<file path="src/rtl/fft_stage_controller_pkg.sv">
// Shared FFT controller definitions: FSM encoding, default sizing and the
// helpers that derive stage count and write-path pipeline depth.
package fft_stage_controller_pkg;

  typedef enum logic [1:0] {
    ST_IDLE  = 2'd0,
    ST_RUN   = 2'd1,
    ST_FLUSH = 2'd2,
    ST_DONE  = 2'd3
  } state_t;

  localparam int FFT_N_DEFAULT      = 32;
  localparam int BF_LATENCY_DEFAULT = 2;

  // Number of radix-2 stages for an N-point transform.
  function automatic int fft_log2(input int n);
    return $clog2(n);
  endfunction

  // Read-to-write distance: one synchronous RAM read plus the butterfly.
  function automatic int fft_pipe(input int bf_latency);
    return 1 + bf_latency;
  endfunction

  localparam int LOG2N  = fft_log2(FFT_N_DEFAULT);
  localparam int PIPE   = fft_pipe(BF_LATENCY_DEFAULT);
  localparam int ADDR_W = LOG2N;

endpackage

</file>
<file path="src/rtl/fft_stage_controller_if.sv">
// Control/address bundle between the FFT stage controller (master) and the
// butterfly datapath / ping-pong RAM wrapper (slave).
interface fft_stage_controller_if
  import fft_stage_controller_pkg::*;
#(
  parameter int N = FFT_N_DEFAULT
);
  localparam int AW = fft_log2(N);
  localparam int TW = AW - 1;
  localparam int SW = $clog2(AW);

  logic          start;
  logic          busy;
  logic          done;
  logic          bank_select;
  logic [AW-1:0] rd_address1;
  logic [AW-1:0] rd_address2;
  logic [AW-1:0] wr_address1;
  logic [AW-1:0] wr_address2;
  logic          wr_en;
  logic [TW-1:0] twiddle_index;
  logic [SW-1:0] stage;

  modport master (
    input  start,
    output busy, done, bank_select, rd_address1, rd_address2,
           wr_address1, wr_address2, wr_en, twiddle_index, stage
  );

  modport slave (
    output start,
    input  busy, done, bank_select, rd_address1, rd_address2,
           wr_address1, wr_address2, wr_en, twiddle_index, stage
  );
endinterface

</file>
<file path="src/rtl/fft_addr_delay.sv">
// Fixed-depth shift register that turns issued read addresses into write
// addresses once the RAM read and butterfly latency have elapsed.
module fft_addr_delay #(
  parameter int WIDTH = 1,
  parameter int DEPTH = 1
) (
  input  logic             clk,
  input  logic             reset_n,
  input  logic [WIDTH-1:0] din,
  output logic [WIDTH-1:0] dout
);
  logic [DEPTH-1:0][WIDTH-1:0] sr;

  // Shift one slot per clock; cleared on reset so an aborted run leaves no
  // stale write enable in flight.
  // NOTE: this storage is reset on purpose -- it carries the write-enable
  // flag, so garbage here would corrupt RAM after an abort.
  always_ff @(posedge clk or negedge reset_n) begin
    if (!reset_n) begin
      sr <= '0;
    end else begin
      sr[0] <= din;
      for (int i = 1; i < DEPTH; i++) begin
        sr[i] <= sr[i-1];
      end
    end
  end

  assign dout = sr[DEPTH-1];
endmodule

</file>
<file path="src/rtl/fft_stage_controller.sv">
// Radix-2 FFT stage sequencer: issues one butterfly per cycle per stage,
// generates ping-pong read/write addresses and twiddle indices, drains the
// butterfly pipeline between stages and swaps banks.
module fft_stage_controller
  import fft_stage_controller_pkg::*;
#(
  parameter int N          = FFT_N_DEFAULT,
  parameter int BF_LATENCY = BF_LATENCY_DEFAULT
) (
  input logic             clk,
  input logic             reset_n,
  fft_stage_controller_if.master bus
);
  localparam int N_LOG2     = fft_log2(N);
  localparam int PIPE_DEPTH = fft_pipe(BF_LATENCY);
  localparam int AW         = N_LOG2;
  localparam int KW         = AW - 1;
  localparam int TW         = AW - 1;
  localparam int SW         = $clog2(AW);
  localparam int FW         = $clog2(PIPE_DEPTH + 1);

  localparam logic [KW-1:0] K_LAST     = KW'(N / 2 - 1);
  localparam logic [SW-1:0] LAST_STAGE = SW'(N_LOG2 - 1);
  localparam logic [FW-1:0] FLUSH_LAST = FW'(PIPE_DEPTH - 1);

  state_t        state, state_d;
  logic [KW-1:0] k, k_d;
  logic [SW-1:0] stage, stage_d;
  logic [FW-1:0] flush_cnt, flush_d;
  logic          bank, bank_d;

  logic [AW-1:0] k_ext, span, pos, base, tw_full;
  logic [AW-1:0] rd1, rd2;
  logic [TW-1:0] tw;
  logic          issue;
  logic [2*AW:0] dly_out;

  // State and counters register.
  // NOTE: clocked state uses non-blocking assignments so every register
  // samples the pre-edge value of the others.
  always_ff @(posedge clk or negedge reset_n) begin
    if (!reset_n) begin
      state     <= ST_IDLE;
      k         <= '0;
      stage     <= '0;
      flush_cnt <= '0;
      bank      <= 1'b0;
    end else begin
      state     <= state_d;
      k         <= k_d;
      stage     <= stage_d;
      flush_cnt <= flush_d;
      bank      <= bank_d;
    end
  end

  // Next-state: issue N/2 butterflies, drain PIPE cycles, then next stage.
  // NOTE: every next-value is defaulted to its current value first, so no
  // path through the case statement can infer a latch.
  always_comb begin
    state_d = state;
    k_d     = k;
    stage_d = stage;
    flush_d = flush_cnt;
    bank_d  = bank;
    unique case (state)
      ST_IDLE: begin
        if (bus.start) begin
          state_d = ST_RUN;
          k_d     = '0;
          stage_d = '0;
          bank_d  = 1'b0;
        end
      end
      ST_RUN: begin
        if (k == K_LAST) begin
          state_d = ST_FLUSH;
          flush_d = '0;
        end else begin
          k_d = k + 1'b1;
        end
      end
      ST_FLUSH: begin
        if (flush_cnt == FLUSH_LAST) begin
          k_d = '0;
          if (stage == LAST_STAGE) begin
            state_d = ST_DONE;
          end else begin
            state_d = ST_RUN;
            stage_d = stage + 1'b1;
            bank_d  = ~bank;
          end
        end else begin
          flush_d = flush_cnt + 1'b1;
        end
      end
      ST_DONE: state_d = ST_IDLE;
      default: state_d = ST_IDLE;
    endcase
  end

  // Butterfly operand addresses and twiddle index; shifts replace the span
  // multiplies. Held at zero whenever no butterfly is being issued.
  always_comb begin
    k_ext   = {1'b0, k};
    span    = AW'(1) << stage;
    pos     = k_ext & (span - AW'(1));
    base    = ((k_ext >> stage) << stage) << 1;
    tw_full = pos << (LAST_STAGE - stage);
    issue   = (state == ST_RUN);
    rd1     = '0;
    rd2     = '0;
    tw      = '0;
    if (issue) begin
      rd1 = base | pos;
      rd2 = base | pos | span;
      tw  = tw_full[TW-1:0];
    end
  end

  fft_addr_delay #(
    .WIDTH (2 * AW + 1),
    .DEPTH (PIPE_DEPTH)
  ) u_addr_delay (
    .clk     (clk),
    .reset_n (reset_n),
    .din     ({issue, rd1, rd2}),
    .dout    (dly_out)
  );

  assign bus.busy          = (state != ST_IDLE);
  assign bus.done          = (state == ST_DONE);
  assign bus.bank_select   = bank;
  assign bus.stage         = stage;
  assign bus.rd_address1   = rd1;
  assign bus.rd_address2   = rd2;
  assign bus.twiddle_index = tw;
  assign bus.wr_en         = dly_out[2*AW];
  assign bus.wr_address1   = dly_out[2*AW-1:AW];
  assign bus.wr_address2   = dly_out[AW-1:0];
endmodule

</file>
<file path="src/flat_wrapper.sv">
// flat-port wrapper written by rule: the top's interface ports become plain ports
module fft_stage_controller_flat import fft_stage_controller_pkg::*;
#(
  parameter int N          = FFT_N_DEFAULT,
  parameter int BF_LATENCY = BF_LATENCY_DEFAULT
)
  (clk, reset_n, bus_start, bus_busy, bus_done, bus_bank_select, bus_rd_address1, bus_rd_address2, bus_wr_address1, bus_wr_address2, bus_wr_en, bus_twiddle_index, bus_stage);
  fft_stage_controller_if #(.N(N)) bus_i ();
  input logic clk;
  input logic reset_n;
  input wire logic [$bits(bus_i.start)-1:0] bus_start;
  output wire logic [$bits(bus_i.busy)-1:0] bus_busy;
  output wire logic [$bits(bus_i.done)-1:0] bus_done;
  output wire logic [$bits(bus_i.bank_select)-1:0] bus_bank_select;
  output wire logic [$bits(bus_i.rd_address1)-1:0] bus_rd_address1;
  output wire logic [$bits(bus_i.rd_address2)-1:0] bus_rd_address2;
  output wire logic [$bits(bus_i.wr_address1)-1:0] bus_wr_address1;
  output wire logic [$bits(bus_i.wr_address2)-1:0] bus_wr_address2;
  output wire logic [$bits(bus_i.wr_en)-1:0] bus_wr_en;
  output wire logic [$bits(bus_i.twiddle_index)-1:0] bus_twiddle_index;
  output wire logic [$bits(bus_i.stage)-1:0] bus_stage;
  assign bus_i.start = bus_start;
  assign bus_busy = bus_i.busy;
  assign bus_done = bus_i.done;
  assign bus_bank_select = bus_i.bank_select;
  assign bus_rd_address1 = bus_i.rd_address1;
  assign bus_rd_address2 = bus_i.rd_address2;
  assign bus_wr_address1 = bus_i.wr_address1;
  assign bus_wr_address2 = bus_i.wr_address2;
  assign bus_wr_en = bus_i.wr_en;
  assign bus_twiddle_index = bus_i.twiddle_index;
  assign bus_stage = bus_i.stage;
  fft_stage_controller #(.N(N), .BF_LATENCY(BF_LATENCY)) u_core (.clk(clk), .reset_n(reset_n), .bus(bus_i));
endmodule
</file>
<file path="config.mk">
export PLATFORM = sky130hd
export DESIGN_NAME = fft_stage_controller_flat
export DESIGN_NICKNAME = d
export VERILOG_FILES = /design/src/rtl/fft_stage_controller_pkg.sv /design/src/rtl/fft_stage_controller_if.sv /design/src/rtl/fft_addr_delay.sv /design/src/rtl/fft_stage_controller.sv /design/src/flat_wrapper.sv
export SDC_FILE = /design/constraint.sdc
export NUM_CORES = 1
export LEC_CHECK = 0
export CAP_MARGIN = 30
export CORE_MARGIN = 1.5
export CORE_UTILIZATION = 45
export DETAILED_ROUTE_END_ITERATION = 8
export HOLD_SLACK_MARGIN = 0.02
export PLACE_DENSITY = 0.79
export SKIP_LAST_GASP = 1
export SLEW_MARGIN = 20
export SYNTH_ARGS = -nofsm -noshare
export SYNTH_HDL_FRONTEND = slang
export SYNTH_SLANG_ARGS = --single-unit
</file>
<file path="constraint.sdc">
create_clock -name clk -period 2 [get_ports clk]
set_input_delay 0.2 -clock clk [delete_from_list [all_inputs] [get_ports clk]]
set_output_delay 0.2 -clock clk [all_outputs]
set_load 0.1 [all_outputs]
</file>
### PDN straps and rails

The bar under the picture is 20 um long. Pins as bars on the die edge. Tap cells in grey.
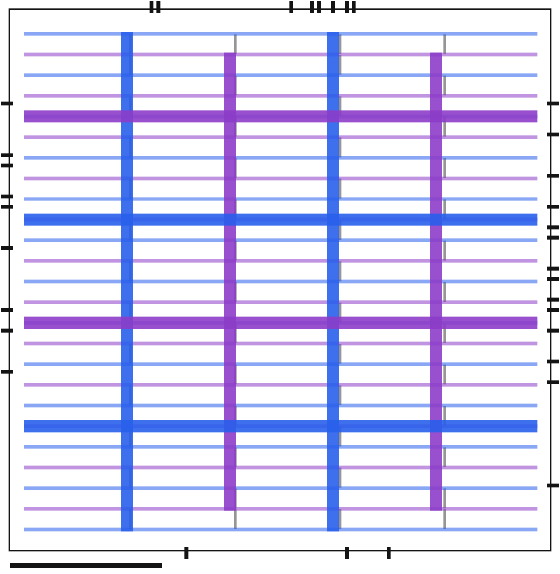
purple -> VDD
blue -> VSS
rows = 24
tap cells = 52

### Placement by cell class

The bar under the picture is 20 um long.
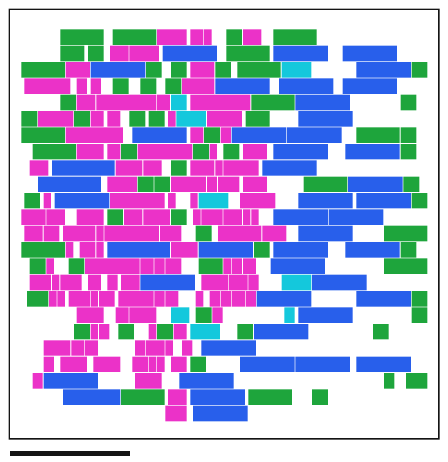
cyan -> clock drivers and dummy loads  # cells 8
magenta -> combinational and other logic  # cells 123
green -> remaining buffers and delay cells  # cells 66
blue -> sequential cells  # cells 45

### Routed clock nets over the placement

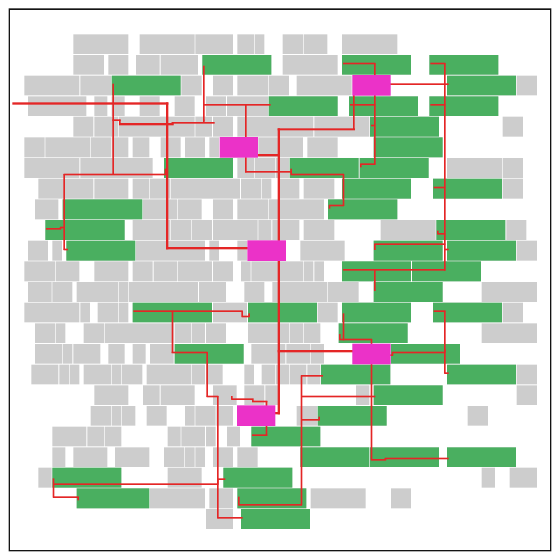
red -> clock wires  # length 511 um
magenta -> clock drivers  # count 5
green -> flip-flops  # count 45
flops lie = spread over the die
routed clock nets = 6

### Wiring by layer

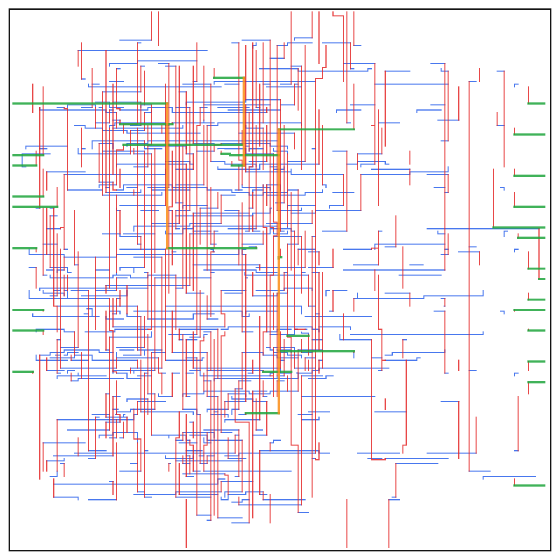
green -> metal 3  # wire length 171 um
blue -> metal 1  # wire length 1,910 um
red -> metal 2  # wire length 2,370 um
orange -> metal 4  # wire length 68.0 um

### Routing congestion

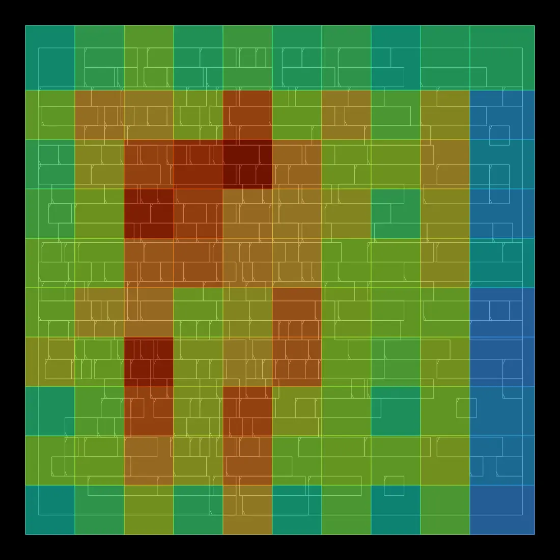
wire length per cell: 15.4 um
fraction of met3 tracks used by global routing: 0.0385
grt peak-use layer: met2
Final Core Density: 0.709
GRT Util Overall: 0.190

==> results.rst <==
Flow metrics
------------

.. list-table::
   :header-rows: 1

   * - Metric
     - Value
   * - Number of warnings in the stage logs
     - 37
   * - Power consumption
     - 4640 uW
   * - CP Data Required Time
     - 1.80 ns
   * - Largest logic family
     - AND-OR/OR-AND gates
   * - Cell types with the highest counts after synthesis
     - sky130_fd_sc_hd__dfrtp_1 (45), sky130_fd_sc_hd__ha_1 (14), sky130_fd_sc_hd__nor2_1 (14), sky130_fd_sc_hd__nand2_1 (12)
   * - Number of flops mapped to enable cells by yosys
     - 0
   * - Number of slew-limit violations in the final report
     - 0
   * - TritonCTS clock tree
     - done
   * - First-pass iteration count of the detailed router
     - 4
   * - Worst clock skew
     - 0.00699 ns
   * - Run status
     - complete, but fails checks
   * - Area Growth Syn to Fin
     - 49.8%
   * - Multiplexer area fraction after synthesis
     - 0.0311
   * - Horizontal die dimension
     - 71.1 um
   * - Part of the cycle the worst path needs
     - 1.22
   * - Count of mapped cells out of synthesis
     - 184
   * - First-pass GRT wire length
     - 7510 um
   * - Maximum operating frequency
     - 0.409 GHz
   * - Total Nets Final
     - 258
   * - Leak
     - 0.00140 uW
   * - Top cell type by total area after synthesis
     - sky130_fd_sc_hd__dfrtp_1
   * - Worst hold path class
     - in2async
   * - Number of H-tree branching levels
     - 2
   * - Grt met1 use
     - 0.244
   * - Total gr overflow
     - 0
   * - Critical path endpoint category
     - output pin
   * - Final setup violating endpoints
     - 11
   * - Final antenna diode count
     - 0
   * - Hpwl dp
     - 3090 um
   * - Violations in the final reports
     - setup timing
   * - Yosys top cell by instances
     - sky130_fd_sc_hd__dfrtp_1
   * - Fin. Hold Viols
     - 0
   * - Dominant synthesized flop cell
     - sky130_fd_sc_hd__dfrtp_1
   * - Largest vdd supply drop
     - 1.01 mV
   * - Uppermost signal routing layer after detailed routing
     - met4
   * - Area fraction in and, or, nand and nor cells
     - 0.122
   * - Synth Register Bits
     - 45
   * - Kind of start point of the critical path
     - flop
   * - Least setup slack across all paths after layout
     - -0.445 ns
   * - Core outline area
     - 4410 sq um
   * - Timing endpoint of the critical path
     - bus_twiddle_index[2]
## state kept, by name, summed over array words and instances (netlist names)
| register | cells |
|---|---|
| u_core.u_addr_delay.sr | 22 |
| u_core.k | 4 |
| u_core.state | 2 |
| u_core.flush_cnt | 2 |
| u_core.bus.bank_select | 1 |
| u_core.u_addr_delay.dout | 11 |
| u_core.bus.stage | 3 |
## metrics by stage
stage	util	setup TNS, ns	instances	hold WS, ns	worst slack [ns]
after floorplan	-	-7.61	184	-0.0956	-0.797
after global placement	0.639	-0.135	275	0.0520	-0.0736
after detailed placement	0.639	-0.342	275	0.0548	-0.109
after CTS	0.694	-3.13	290	0.273	-0.416
after global routing	0.709	-3.81	294	0.284	-0.518
final	0.709	-3.10	294	0.265	-0.445
## layout make-up
class	instances	area [sq um]
sequential	45	1140
inverter	11	55.1
multi-input combinational	112	1070
tap	52	65.1
clock buffer	5	68.8
timing repair buffer	66	709
clock inverter	3	21.3
fill	274	1280
## worst max-delay path: stages (launching register included)
cell and delay [ns]:
sky130_fd_sc_hd__dfrtp_4 0.51, sky130_fd_sc_hd__inv_4 0.09, sky130_fd_sc_hd__ha_4 0.14, sky130_fd_sc_hd__ha_4 0.16, sky130_fd_sc_hd__nor2_2 0.06, sky130_fd_sc_hd__o32ai_4 0.26, sky130_fd_sc_hd__nand2_2 0.18, sky130_fd_sc_hd__o41ai_4 0.31
sky130_fd_sc_hd__buf_12 0.22
## report_power, final
part	internal (uW)	switching [uW]
clock network	248	323
registers	1090	158
logic	1080	1750
## repair_timing
item                       CTS  global route
buffers inserted             6             5
setup endpoints to repair   13            15
pin swaps                    6             6
hold endpoints to repair     8             0
gates resized               18             9
hold buffers                 1             0
No activity file was given, so power comes from the tool's default toggle rates.
